**src/rtl/clk_enable_gen.sv**
```systemverilog
// Divided waveforms and clock-enable pulses for NUM_CH channels from one clock.
// Latency: outputs are registered; a configupdate at edge t gives the first HIGH after edge t+1+initial.
// Backpressure: none; cfg writes and updates are accepted every cycle, and clkena gates outputs one cycle later.
module clk_enable_gen #(
    parameter int NUM_CH      = 4,
    parameter int CNT_W       = 8,
    parameter int CH_W        = 2,
    parameter int DEF_HIGH    = 1,
    parameter int DEF_LOW     = 1,
    parameter int DEF_INITIAL = 0
) (
    input  logic              inclk,
    input  logic              areset,
    input  logic              cfg_wr,
    input  logic [CH_W-1:0]   cfg_ch,
    input  logic [CNT_W-1:0]  cfg_high,
    input  logic [CNT_W-1:0]  cfg_low,
    input  logic [CNT_W-1:0]  cfg_initial,
    input  logic              configupdate,
    input  logic [NUM_CH-1:0] clkena,
    output logic [NUM_CH-1:0] clk_out,
    output logic [NUM_CH-1:0] clk_ce,
    output logic              locked
);

    localparam logic [1:0] ST_OFF  = 2'd0;
    localparam logic [1:0] ST_INIT = 2'd1;
    localparam logic [1:0] ST_HIGH = 2'd2;
    localparam logic [1:0] ST_LOW  = 2'd3;

    localparam logic [CNT_W-1:0] DEF_H = CNT_W'(DEF_HIGH);
    localparam logic [CNT_W-1:0] DEF_L = CNT_W'(DEF_LOW);
    localparam logic [CNT_W-1:0] DEF_N = CNT_W'(DEF_INITIAL);
    // A zero default count would underflow the reload, so such a channel starts parked in OFF.
    localparam logic       DEF_OFF = (DEF_HIGH == 0) || (DEF_LOW == 0);
    localparam logic [1:0] ST_RST  = DEF_OFF ? ST_OFF : ST_INIT;
    localparam logic [CNT_W-1:0] ONE = CNT_W'(1);

    logic [CNT_W-1:0] sh_high_q  [NUM_CH];
    logic [CNT_W-1:0] sh_high_d  [NUM_CH];
    logic [CNT_W-1:0] sh_low_q   [NUM_CH];
    logic [CNT_W-1:0] sh_low_d   [NUM_CH];
    logic [CNT_W-1:0] sh_init_q  [NUM_CH];
    logic [CNT_W-1:0] sh_init_d  [NUM_CH];
    logic [CNT_W-1:0] act_high_q [NUM_CH];
    logic [CNT_W-1:0] act_high_d [NUM_CH];
    logic [CNT_W-1:0] act_low_q  [NUM_CH];
    logic [CNT_W-1:0] act_low_d  [NUM_CH];
    logic [CNT_W-1:0] cnt_q      [NUM_CH];
    logic [CNT_W-1:0] cnt_d      [NUM_CH];
    logic [1:0]       state_q    [NUM_CH];
    logic [1:0]       state_d    [NUM_CH];

    logic [NUM_CH-1:0] started_q, started_d;
    logic [NUM_CH-1:0] clk_out_q, clk_out_d;
    logic [NUM_CH-1:0] clk_ce_q, clk_ce_d;
    logic [NUM_CH-1:0] enter_high;
    logic              locked_q, locked_d;

    // Shadow registers: only the addressed channel is written; out-of-range indices match nothing.
    always_comb begin
        for (int i = 0; i < NUM_CH; i++) begin
            sh_high_d[i] = sh_high_q[i];
            sh_low_d[i]  = sh_low_q[i];
            sh_init_d[i] = sh_init_q[i];
            if (cfg_wr && (int'(cfg_ch) == i)) begin
                sh_high_d[i] = cfg_high;
                sh_low_d[i]  = cfg_low;
                sh_init_d[i] = cfg_initial;
            end
        end
    end

    // Channel FSMs: configupdate restarts every channel from the pre-write shadow values.
    always_comb begin
        enter_high = '0;
        started_d  = started_q;
        clk_out_d  = '0;
        clk_ce_d   = '0;
        for (int i = 0; i < NUM_CH; i++) begin
            act_high_d[i] = act_high_q[i];
            act_low_d[i]  = act_low_q[i];
            state_d[i]    = state_q[i];
            cnt_d[i]      = cnt_q[i];
            if (configupdate) begin
                act_high_d[i] = sh_high_q[i];
                act_low_d[i]  = sh_low_q[i];
                if ((sh_high_q[i] == '0) || (sh_low_q[i] == '0)) begin
                    state_d[i]   = ST_OFF;
                    cnt_d[i]     = '0;
                    started_d[i] = 1'b1;
                end else begin
                    state_d[i]   = ST_INIT;
                    cnt_d[i]     = sh_init_q[i];
                    started_d[i] = 1'b0;
                end
            end else begin
                case (state_q[i])
                    ST_INIT, ST_LOW: begin
                        if (cnt_q[i] == '0) begin
                            state_d[i]    = ST_HIGH;
                            cnt_d[i]      = act_high_q[i] - ONE;
                            enter_high[i] = 1'b1;
                        end else begin
                            cnt_d[i] = cnt_q[i] - ONE;
                        end
                    end
                    ST_HIGH: begin
                        if (cnt_q[i] == '0) begin
                            state_d[i] = ST_LOW;
                            cnt_d[i]   = act_low_q[i] - ONE;
                        end else begin
                            cnt_d[i] = cnt_q[i] - ONE;
                        end
                    end
                    default: begin
                        state_d[i] = ST_OFF;
                    end
                endcase
                if (enter_high[i]) begin
                    started_d[i] = 1'b1;
                end
            end
            clk_out_d[i] = (state_d[i] == ST_HIGH) && clkena[i];
            clk_ce_d[i]  = enter_high[i] && clkena[i];
        end
        // Lock follows the registered flags, so it trails the last channel's first HIGH by one cycle.
        locked_d = configupdate ? 1'b0 : (&started_q);
    end

    // State registers; reset restores the defaults into both shadow and active copies.
    always_ff @(posedge inclk or posedge areset) begin
        if (areset) begin
            for (int i = 0; i < NUM_CH; i++) begin
                sh_high_q[i]  <= DEF_H;
                sh_low_q[i]   <= DEF_L;
                sh_init_q[i]  <= DEF_N;
                act_high_q[i] <= DEF_H;
                act_low_q[i]  <= DEF_L;
                cnt_q[i]      <= DEF_OFF ? '0 : DEF_N;
                state_q[i]    <= ST_RST;
            end
            started_q <= {NUM_CH{DEF_OFF}};
            clk_out_q <= '0;
            clk_ce_q  <= '0;
            locked_q  <= 1'b0;
        end else begin
            for (int i = 0; i < NUM_CH; i++) begin
                sh_high_q[i]  <= sh_high_d[i];
                sh_low_q[i]   <= sh_low_d[i];
                sh_init_q[i]  <= sh_init_d[i];
                act_high_q[i] <= act_high_d[i];
                act_low_q[i]  <= act_low_d[i];
                cnt_q[i]      <= cnt_d[i];
                state_q[i]    <= state_d[i];
            end
            started_q <= started_d;
            clk_out_q <= clk_out_d;
            clk_ce_q  <= clk_ce_d;
            locked_q  <= locked_d;
        end
    end

    assign clk_out = clk_out_q;
    assign clk_ce  = clk_ce_q;
    assign locked  = locked_q;

endmodule

```
**config.mk**
```make
export PLATFORM = sky130hd
export DESIGN_NAME = clk_enable_gen
export DESIGN_NICKNAME = d
export VERILOG_FILES = /design/src/rtl/clk_enable_gen.sv
export SDC_FILE = /design/constraint.sdc
export NUM_CORES = 1
export LEC_CHECK = 0
export CAP_MARGIN = 5
export CELL_PAD_IN_SITES_DETAIL_PLACEMENT = 1
export CELL_PAD_IN_SITES_GLOBAL_PLACEMENT = 1
export CORE_ASPECT_RATIO = 1.4
export CORE_MARGIN = 3
export CORE_UTILIZATION = 51
export CTS_BUF_LIST = sky130_fd_sc_hd__clkbuf_2
export DETAILED_ROUTE_END_ITERATION = 7
export PLACE_DENSITY = 0.81
export REMOVE_ABC_BUFFERS = 1
export SYNTH_ARGS = -nofsm -noshare
export SYNTH_HDL_FRONTEND = slang
export SYNTH_SLANG_ARGS = --single-unit
```
**constraint.sdc**
```tcl
create_clock -name inclk -period 9.2 [get_ports inclk]
set_input_delay 1.84 -clock inclk [delete_from_list [all_inputs] [get_ports inclk]]
set_output_delay 1.84 -clock inclk [all_outputs]
set_load 0.005 [all_outputs]
```
Run 1, local utilization:
The bar under the picture is 50 um long. The die is cut into 13 by 18 equal tiles; black is low, pale yellow is high, 0 to 100% covered.
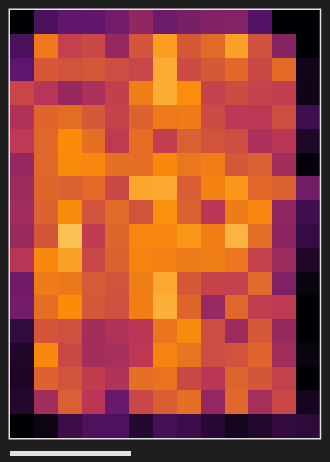
- mean over tiles: 50%
- tiles over 75% full: 6.8%
- densest ninth of the die: middle

Run 1, routing congestion map:
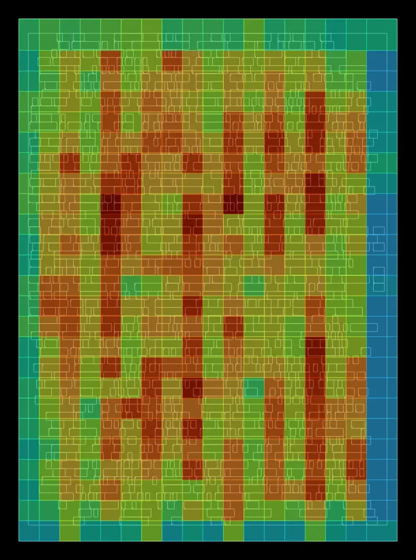
total track usage: 25.36%
M2 GR Usage: 44.84%

Run 1, wire density map:
The bar under the picture is 50 um long. The die is cut into 26 by 35 equal tiles; black is low, pale yellow is high, scaled to the fullest tile. Values are wire area over tile area, all layers added.
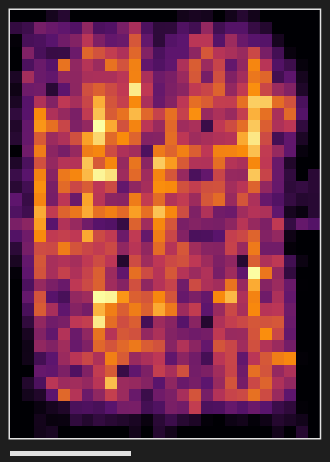
- tiles over half the peak: 31%
- nearly empty tiles: 12%
- mean over tiles: 0.19
- fullest tile: 0.52

==> impl_metrics.py, run 1 <==
# Auto-generated metrics
metrics = {
    "outcome": {
        "outcome": "complete, no violations",
    },
    "final_layout": {
        "nNonClkInverters": 35,
        "diodes": 1,
        "clk_share_pct": 3.762,
        "drive_gt1_share_pct": 25.14,
        "buffers": 48,
        "logic_gates": 669,
        "fill_cells": 2204,
    },
    "placement": {
        "dp_hpwl_um": 19610,
        "io_buffers": 42,
        "dp_slack_ps": 5054,
        "dp.cells": 1217,
        "place.gp.congestion": 0.8183,
    },
    "global_routing": {
        "antenna_found_initial": 1,
        "use_met3_pct": 3.632,
        "met1_usage_pct": 30.73,
        "grt_overflow": 0,
        "grt_start_max_net_pins": 137,
    },
    "power": {
        "p_leak_nw": 4.883,
        "power_leader": "sequential cells",
        "finalPower_mw": 2.566,
        "power.switching_mw": 0.8892,
        "clock_power_mw": 0.597,
        "pg_seq_mw": 1.35,
        "combPwrFrac_pct": 24.0,
    },
    "logic_synthesis": {
        "synth-edff-count": 0,
        "yosys_cells": 960,
        "yosys.cell_types.count": 64,
        "syn_area_um2": 10560,
        "yosysTopAreaCellShare_pct": 45.73,
        "mux_area_share_pct": 16.49,
        "synth_cells": 960,
        "synth_area_leader_cell": "dfrtp_1",
        "ys_ff": 213,
        "ff_type": "dfrtp_1",
        "synthArstFlopShare_pct": 100.0,
        "adder_share_pct": 1.896,
        "synthTopCellsByArea": "dfrtp_1 (46%), mux2_2 (15%), dfstp_2 (5.0%)",
        "top_cell": "dfrtp_1",
        "top_logic_kind": "multiplexers",
        "xor_area_share_pct": 3.234,
    },
    "die": {
        "die_height_um": 176.3,
        "num_rows": 61,
        "io_pins": 43,
    },
    "routing": {
        "num_vias": 7882,
        "wl_met3_um": 837,
        "drc": 0,
        "top_layer_used": "met4",
        "wl_per_cell_um": 21.32,
    },
    "timing": {
        "setup-violations-final": 0,
        "fin_crit_sh_pct": 37.78,
        "holdWs_ps": 496.8,
        "period_needed_ps": 3475,
        "rsz0062_at_grt": "no",
        "maxSlewHeadroom_pct": 20.92,
        "slew_viol_final": 0,
        "clock_skew_ps": 22.72,
    },
    "job": {
        "drv_cap": 0,
    },
    "worst_setup_path": {
        "startpoint": "clk_ce[2]$_DFF_PP0_",
        "crit_end": "clk_ce[2]",
        "crit_cells": 1,
        "crit_family": "buffers and inverters",
        "startpoint_type": "register",
        "crit_fanout": 1,
        "r2r_slack_ps": 6410,
        "crit_required_ps": 7360,
        "worstReg2RegStart": "cnt_q[24]$_DFFE_PP0P_",
        "r2r_end": "cnt_q[30]$_DFFE_PP0P_",
    },
    "clock_tree": {
        "cts_made_buffers": 49,
        "hold_buffers": 0,
        "cts_buffer_depth": 3,
        "cts_max_level": 2,
        "path_clk_slew_ps": 110,
    },
    "worst_hold_path": {
        "hold_path.startpoint": "sh_high_q[16]$_DFFE_PP1P_",
        "min_to": "act_high_q[16]$_DFFE_PP1P_",
        "hold_class": "register to register",
    },
}
Run 1, signal wires on met1:
The bar under the picture is 50 um long.
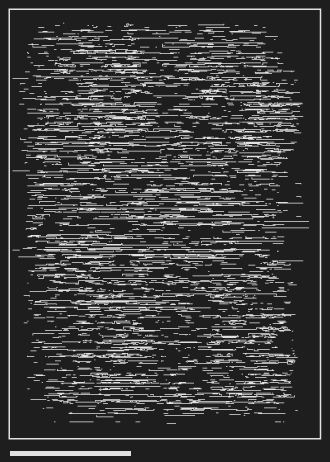

==> run 2: changes to the inputs <==
==> constraint.sdc (replaced) <==
create_clock -name inclk -period 3.6 [get_ports inclk]
set_input_delay 0.72 -clock inclk [delete_from_list [all_inputs] [get_ports inclk]]
set_output_delay 0.72 -clock inclk [all_outputs]
set_load 0.005 [all_outputs]
Run 2, signal wires on met1:
The bar under the picture is 50 um long.
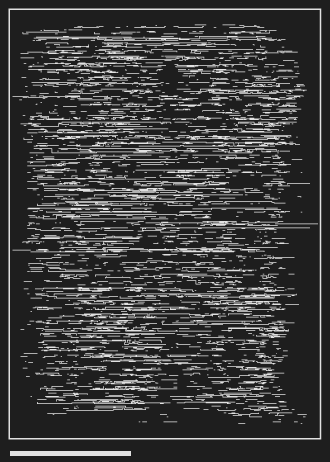
- nets with wire on the layer: 1001
- wire length on this layer: 11300 um
- share of all routed wire: 41%
- longest straight run: 63.0 um

==> run 2 against run 1 <==
Wire length is 0.76% lower. Core utilization up 0.52 points. Sequential share of layout area decreased by 0.41 points. Total power increased to 2.6 times the previous value. Clock skew grew 47 ps. Hold slack lost 190 ps. Critical path depth increased by 5. Highest routed layer is now met5. Largest power group unchanged.
==> impl_metrics.py, run 2 <==
# Auto-generated metrics
metrics = {
    "logic_synthesis": {
        "synth-edff-count": 0,
        "yosys.cell_types.count": 64,
        "ys_chip_area_um2": 10560,
        "ys_seq_share_pct": 50.70,
        "synthArstFlopShare_pct": 100.0,
        "syn_avg_cell_area_um2": 11.00,
        "synthTopCellsByArea": "dfrtp_1 (46%), mux2_2 (15%), dfstp_2 (5.0%)",
        "ys_ff": 213,
        "top_cells_by_count": "dfrtp_1 (193), mux2_2 (144), nand2_1 (63)",
        "yosys_cells": 960,
        "ff_type": "dfrtp_1",
        "top_logic_kind": "multiplexers",
        "mux_area_share_pct": 16.49,
        "ys_sh_aoi_pct": 10.98,
        "yosysTopAreaCellShare_pct": 45.73,
        "top_cell": "dfrtp_1",
        "synth_cells": 960,
        "xor_area_share_pct": 3.234,
        "synth_area_leader_cell": "dfrtp_1",
        "adder_share_pct": 1.896,
        "syn_area_um2": 10560,
    },
    "global_routing": {
        "grt_pass1_vias": 8525,
        "antenna_found_initial": 2,
        "grt_pass1_wl_um": 44940,
        "use_met3_pct": 4.025,
        "track_usage_pct": 25.29,
        "met1_usage_pct": 30.78,
        "grt_overflow": 0,
        "top_usage_layer": "met2",
        "grt_start_max_net_pins": 60,
        "met2_usage_pct": 44.88,
    },
    "final_layout": {
        "nFlopsAndLatches": 213,
        "fill_cells": 2198,
        "seq_area_um2": 5355,
        "comb_area_share_pct": 41.81,
        "final_util_pct": 58.35,
        "seq_share_pct": 45.72,
        "logic_area_um2": 4897,
        "area_growth_pct": 10.90,
        "dominant-cell-class": "flip-flops and latches",
        "nNonClkInverters": 35,
        "buffers": 55,
        "drive_gt1_share_pct": 25.00,
        "final_area_um2": 11710,
        "final_cell_mix": "dfrtp_1 (193), mux2_2 (144), clkbuf_2 (72), nand2_1 (63), nor2_1 (62)",
        "layout_top_cell": "dfrtp_1",
        "nets": 1074,
        "bufAreaShareNonClock_pct": 4.615,
        "finalNonFillerCells": 1317,
        "logic_gates": 669,
        "clk_share_pct": 3.953,
        "diodes": 1,
    },
    "power": {
        "clock_power_mw": 1.60,
        "ir_worst_vdd_mv": 0.2757,
        "powerDensity_nw_per_um2": 564.2,
        "combPwrFrac_pct": 23.8,
        "internal_power_mw": 4.330,
        "clkPwrFrac_pct": 24.1,
        "p_sw_share_pct": 34.48,
        "power_leader": "sequential cells",
        "pg_seq_mw": 3.44,
        "power.switching_mw": 2.278,
        "p_leak_nw": 4.929,
        "seq_power_share_pct": 52.1,
        "finalPower_mw": 6.608,
    },
    "routing": {
        "drt_pass1_iterations": 4,
        "vias_per_cell": 5.964,
        "met2_length_um": 14560,
        "drt-initial-drc-count": 400,
        "top_layer_used": "met5",
        "postRouteAntennaNets": 0,
        "wl_met3_um": 808,
        "wl_per_cell_um": 20.99,
        "drc": 0,
        "num_vias": 7855,
        "wl_met1_um": 11290,
        "wl_um": 27650,
    },
    "die": {
        "die_height_um": 176.3,
        "io_pins": 43,
        "die_w_um": 127.6,
        "num_rows": 61,
        "die-area_um2": 22500,
        "tap_cells": 252,
        "core-area_um2": 20070,
    },
    "timing": {
        "period_needed_ps": 2517,
        "holdWs_ps": 306.6,
        "hold_violations": 0,
        "clock_skew_ps": 69.95,
        "maxSlewHeadroom_pct": 35.65,
        "fin_crit_sh_pct": 69.91,
        "rsz0062_at_grt": "no",
        "finalSetupTns_ps": 0,
        "worstMarginPinSlew_ps": 957.9,
        "setup_slack_ps": 1083,
        "slew_viol_final": 0,
        "clock.fmax_mhz": 397.3,
        "setup-violations-final": 0,
    },
    "placement": {
        "place.gp.congestion": 0.8295,
        "io_buffers": 42,
        "dp.cells": 1224,
        "dp_hpwl_um": 19650,
        "dp_slack_ps": 1181,
        "dpl_cell_area_um2": 11250,
    },
    "worst_setup_path": {
        "crit_buf_inv": 1,
        "cpPeakStageDelay_ps": 640,
        "crit_cells": 6,
        "startpoint": "cnt_q[24]$_DFFE_PP0P_",
        "reg2reg_depth": 6,
        "worst-setup-path-type": "register to register",
        "startpoint_type": "register",
        "crit_slowest_cell": "nor4b_1",
        "crit_required_ps": 4330,
        "crit_fanout": 12,
        "crit_path_end_kind": "register",
        "crit_end": "cnt_q[30]$_DFFE_PP0P_",
        "worstPathCellList": "inv_1 -> ha_1 -> nor4b_1 -> nand2_1 -> a2111oi_0 -> o31a_1",
        "crit_family": "simple AND/OR/NAND/NOR gates",
        "r2r_slack_ps": 1080,
        "r2r_end": "cnt_q[30]$_DFFE_PP0P_",
        "worstReg2RegStart": "cnt_q[24]$_DFFE_PP0P_",
    },
    "clock_tree": {
        "cts_buffer_depth": 3,
        "hold_buffers": 0,
        "cts_max_level": 2,
        "clockRootBuffer": "clkbuf_2",
        "insertion_delay_ps": 850,
        "cts_tree": "done",
        "path_clk_slew_ps": 120,
        "cts_made_buffers": 50,
    },
    "worst_hold_path": {
        "hold_class": "primary input to asynchronous set/reset pin",
    },
    "job": {
        "drv_cap": 0,
        "warning_count": 29,
    },
    "outcome": {
        "outcome": "complete, no violations",
    },
}
Run 2, routing congestion map:
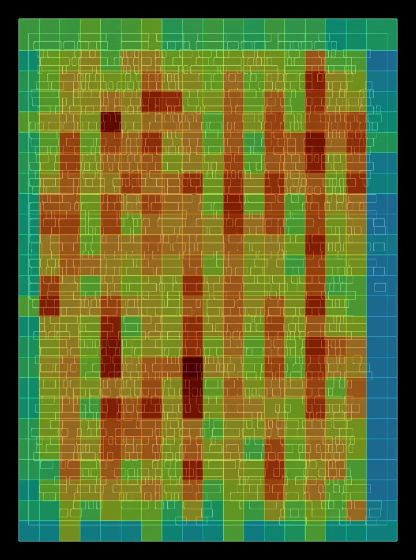

==> run 3: changes to the inputs <==
==> constraint.sdc (replaced) <==
create_clock -name inclk -period 2.5 [get_ports inclk]
set_input_delay 0.5 -clock inclk [delete_from_list [all_inputs] [get_ports inclk]]
set_output_delay 0.5 -clock inclk [all_outputs]
set_load 0.005 [all_outputs]
Run 3, routing congestion map:
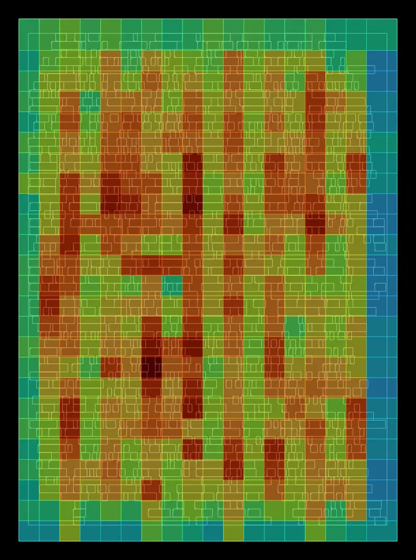
busiest grt layer: met2
final core utilization: 58.90%
WL/cell: 21.50 um

==> run 3 against run 2 <==
Synthesized cell count unchanged. Global-route usage up 0.58 points. Core utilization up 0.55 points. Register-to-register slack got worse by 910 ps. Critical path depth decreased by 1. Clock skew is 21 ps lower. Maximum frequency increased by 8.1%. Combinational power grew 48%. Die size unchanged.
==> impl_metrics.py, run 3 <==
# Auto-generated metrics
metrics = {
    "timing": {
        "maxSlewHeadroom_pct": 29.68,
        "worstMarginPinSlew_ps": 1047,
        "clock_skew_ps": 49.15,
        "clock.fmax_mhz": 429.7,
        "hold_violations": 0,
        "finalSetupTns_ps": 0,
        "setup-violations-final": 0,
        "rsz0062_at_grt": "no",
        "setup_slack_ps": 172.7,
    },
    "power": {
        "clock_power_mw": 2.38,
        "pg_seq_mw": 4.97,
        "seq_power_share_pct": 51.4,
        "p_sw_share_pct": 34.86,
        "powerDensity_nw_per_um2": 818.3,
        "ir_worst_vdd_mv": 0.4020,
        "p_leak_nw": 4.998,
        "combPwrFrac_pct": 24.0,
        "power_leader": "sequential cells",
        "power.switching_mw": 3.373,
        "internal_power_mw": 6.302,
        "finalPower_mw": 9.675,
    },
    "placement": {
        "dp_slack_ps": 181.8,
        "dp.cells": 1231,
        "dpl_cell_area_um2": 11320,
        "dp_hpwl_um": 20240,
    },
    "final_layout": {
        "nNonClkInverters": 35,
        "dominant-cell-class": "flip-flops and latches",
        "seq_area_um2": 5355,
        "diodes": 1,
        "bufAreaShareNonClock_pct": 5.312,
        "comb_area_share_pct": 41.42,
        "final_area_um2": 11820,
        "clk_share_pct": 4.116,
        "buffers": 63,
        "drive_gt1_share_pct": 25.93,
        "finalNonFillerCells": 1329,
        "seq_share_pct": 45.29,
    },
    "die": {
        "num_rows": 61,
        "die-area_um2": 22500,
    },
    "global_routing": {
        "grt_pass1_vias": 8572,
        "grt_pass1_wl_um": 45590,
        "met1_usage_pct": 30.02,
        "use_met3_pct": 4.812,
        "grt_overflow": 0,
    },
    "logic_synthesis": {
        "xor_area_share_pct": 3.234,
        "syn_area_um2": 10560,
        "synthTopCellsByArea": "dfrtp_1 (46%), mux2_2 (15%), dfstp_2 (5.0%)",
        "adder_share_pct": 1.896,
        "mux_area_share_pct": 16.49,
        "yosys.cell_types.count": 64,
        "synth-edff-count": 0,
        "synthArstFlopShare_pct": 100.0,
        "syn_avg_cell_area_um2": 11.00,
        "synth_area_leader_cell": "dfrtp_1",
        "ff_type": "dfrtp_1",
        "ys_chip_area_um2": 10560,
        "ys_sh_aoi_pct": 10.98,
    },
    "routing": {
        "wl_met1_um": 11130,
        "drt_pass1_iterations": 4,
        "drt-initial-drc-count": 333,
        "drc": 0,
        "wl_um": 28580,
        "vias_per_cell": 5.965,
        "postRouteAntennaNets": 0,
    },
    "worst_setup_path": {
        "startpoint": "act_high_q[10]$_DFFE_PP0P_",
        "r2r_end": "cnt_q[15]$_DFFE_PP0P_",
        "crit_required_ps": 3180,
        "crit_buf_inv": 0,
        "worst-setup-path-type": "register to register",
        "reg2reg_depth": 5,
        "crit_path_end_kind": "register",
        "worstPathCellList": "or4_4 -> or4_1 -> and3_1 -> a2111oi_1 -> o21ai_1",
        "crit_fanout": 5,
        "startpoint_type": "register",
        "worstReg2RegStart": "act_high_q[10]$_DFFE_PP0P_",
    },
    "worst_hold_path": {
        "hold_class": "primary input to register",
        "hold_path.startpoint": "configupdate",
    },
    "clock_tree": {
        "clockRootBuffer": "clkbuf_2",
        "path_clk_slew_ps": 120,
        "hold_buffers": 1,
    },
    "job": {
        "warning_count": 29,
        "drv_cap": 0,
    },
    "outcome": {
        "outcome": "complete, no violations",
    },
}
Power is estimated from default activity; no workload was simulated.
